Design interrupt_controller_n, sky130hd; sources not shown.
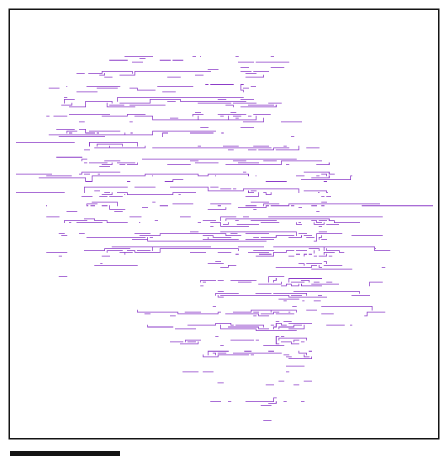
Fig. 1. M1 wires.
Scale bar: 20 um.
nets with wire on the layer	220
main direction	horizontal
via count: 1318
met1 usage: 0.135

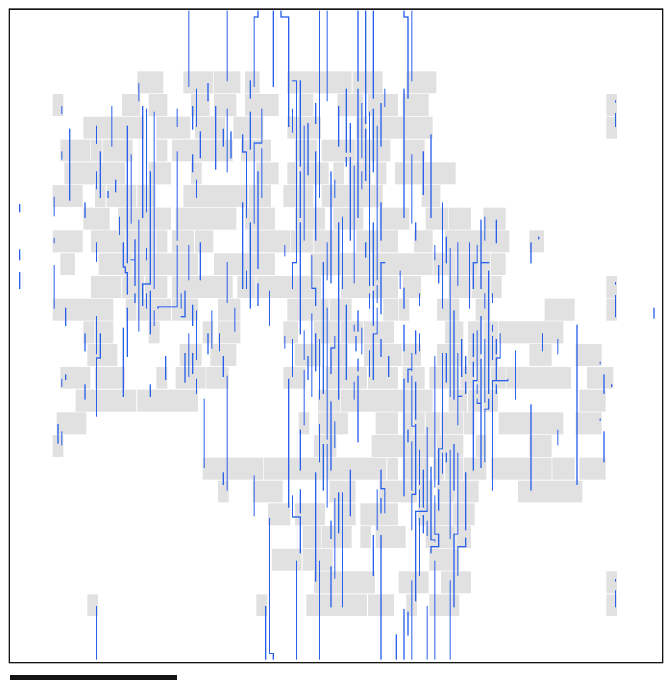
Fig. 2. Signal wires on met2.
Scale bar: 20 um.
longest straight run	22.3 um
main direction	vertical
Post-Route WL: 3.45 mm
GR Util met2: 0.192

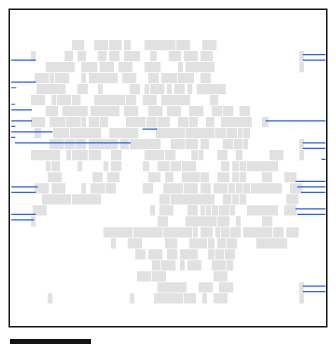
Fig. 3. Met3 routing.
Scale bar: 20 um.
share of all routed wire	4.9%
longest straight run	28.3 um
main direction	horizontal
wire length on this layer	169 um
nets with wire on the layer	27
GR Util met3: 0.0195

==> flow_metrics.env <==
# physical design summary
export IMPL_p_seq_uw=720
export IMPL_rr_worst_depth=7
export IMPL_path_max_fanout=2
export IMPL_dpl_hpwl_mm=2.73
export IMPL_synth_async_reset_ratio=0
export IMPL_leakage_nw=1.04
export IMPL_fmax_mhz=511
export IMPL_setup_viol=11
export IMPL_power_mw=1.61
export IMPL_synth_top_cells_by_area="dfxtp_1, mux2i_1, buf_4"
export IMPL_finalCritPeriodShare=1.28
export IMPL_fin_ws_ps=-428
export IMPL_path_class="reg2out"
export IMPL_path_clk_slew_ps=100
export IMPL_grt_pass1_wl_mm=5.54
export IMPL_end_kind="output port"
export IMPL_synth_cells=161
export IMPL_die_y_um=78.0
export IMPL_ys_cells=161
export IMPL_syn_area_per_cell_um2=9.19
export IMPL_final_util=0.490
export IMPL_cp_start_kind="flip-flop"
export IMPL_topRoutingLayerUsed="met4"
export IMPL_edf_count=0
export IMPL_peakVddDrop_mv=0.325
export IMPL_m1WireLength_mm=1.53
export IMPL_wl_met3_um=168
export IMPL_top_usage_layer="met2"
export IMPL_met2WireLength_mm=1.74
export IMPL_antenna_cells=0
export IMPL_fin_skew_ps=13.8
export IMPL_warnings=30
export IMPL_required_ps=1070
export IMPL_clkPwrFrac=0.359
export IMPL_p_int_mw=1.24
export IMPL_coreArea_um2=4410
export IMPL_clockBufferDepth=2
export IMPL_drv_cap=0
export IMPL_switching_share=0.228
export IMPL_powerClk_uw=577
export IMPL_ys_seq_elements=26
export IMPL_slew_violations=0
export IMPL_rsz0062_at_grt="yes"
export IMPL_ys_dominant_reg_cell="dfxtp_1"
export IMPL_yosys_top_cells_count="dfxtp_1, mux2i_1, nor2_1"
export IMPL_cts_num_sinks=26
export IMPL_largest_reg_flops=8
export IMPL_gp_congestion=0.792
export IMPL_die_w_um=78.0
export IMPL_p_per_area_nw_per_um2=743
export IMPL_layout_nets=253
export IMPL_ys_area_um2=1480
export IMPL_grt_max_degree=22
export IMPL_synth_cell_types=44
export IMPL_antenna_found_initial=0
export IMPL_crit_arrival_ps=1500
export IMPL_numCtsBuffers=3
export IMPL_hold_viol_final=0
export IMPL_port_buffers=37
export IMPL_r2r_setup_slack_ps=-100
export IMPL_yosysWarnings=6
export IMPL_most_common_cell="dfxtp_1"
export IMPL_firstDrtPassIters=4
export IMPL_hold_class="reg2reg"
export IMPL_die_area_um2=6090
export IMPL_num_rows=24
export IMPL_power_switching_uw=366
export IMPL_netlist_area_um2=1480
export IMPL_grt_ovfl_total=0
export IMPL_fillers=428
export IMPL_ctsHtreeMaxLevel=1
export IMPL_top_area_cell="dfxtp_1"
export IMPL_wl_per_cell_um=12.4
export IMPL_post_route_min_period_ps=1960
export IMPL_seq_power_share=0.448
export IMPL_min_path_cells=2
export IMPL_top_power_group="registers"
export IMPL_yosysSeqAreaShare=0.352
export IMPL_track_usage=0.108
export IMPL_io_pins=51
export IMPL_synth_top_area_share=0.352
export IMPL_pwr_share_comb=0.192
export IMPL_violations="setup timing"
export IMPL_first_iter_violations=54
export IMPL_area_growth_pct=46.0
export IMPL_status="finished, violations left"
export IMPL_clock_latency_ps=280
export IMPL_hold_buffers=0
export IMPL_powerComb_uw=309
export IMPL_drive_gt1_frac=0.265
export IMPL_cts_root_buffer="clkbuf_8"
export IMPL_fp_util=0.335
export IMPL_post_cts_setup_buffer_count=0
export IMPL_ant_nets=0
export IMPL_post_cts_resized=31
export IMPL_cts_tree="built"
export IMPL_drcViolationCount=0
export IMPL_grt_pass1_vias=1283
export IMPL_routed_via_density=4.74
==> logic make-up (layout without fill, tap and decap cells) <==
| group | after synthesis | count (layout) | synth area share |
|---|---|---|---|
| multiplexers | 22 | 22 | 0.153 |
| AND-OR/OR-AND | 28 | 28 | 0.131 |
| buffers and inverters | 26 | 80 | 0.107 |
| flip-flops | 26 | 26 | 0.352 |
| adder cells (fa/ha/maj) | 2 | 2 | 0.0169 |
| other | 1 | 12 | 0.00253 |
| AND/OR/NAND/NOR | 56 | 56 | 0.238 |
==> through the flow <==
stage	cell area, um2	instances	hold WS, ps	setup TNS (ps)	setup slack [ps]
floorplan	1520	172	435	0	6.21
global placement	2090	274	451	-12950	-832
detailed placement	2090	274	472	-13160	-840
CTS	2150	278	486	-1500	-432
global route	2160	278	505	-1910	-521
finish	2160	278	484	-1060	-428
==> critical path, cell delays in order (launching register included) <==
cell and delay [ps]:
dfxtp_2 330, and2_4 150, or2_0 200, or4_1 400, buf_2 140
==> layout make-up <==
type	count	area, um2	share of cell area
multi-input combinational	120	860	0.398
timing repair buffer	69	607	0.281
inverter	7	26.3	0.0122
clock inverter	1	30.0	0.0139
clock buffer	3	41.3	0.0191
sequential	26	532	0.246
tap	52	65.1	0.0301
==> cells in the final DEF, fill, tap and decap left out, types with 2 or more instances in the layout <==
cell type,instances
a21boi_1,3
a21oi_1,8
a41oi_1,2
and2_1,5
and4b_1,2
buf_12,2
buf_4,29
buf_6,2
clkbuf_2,3
clkbuf_8,3
clkdlybuf4s50_1,21
conb_1,12
dfxtp_1,17
dfxtp_2,9
dlygate4sd2_1,11
ha_1,2
inv_1,6
mux2_2,5
mux2i_1,17
nand2_1,3
nand2b_1,9
nand3_1,3
nand3b_1,3
nor2_1,15
nor2b_1,5
o21ai_0,4
o32ai_1,2
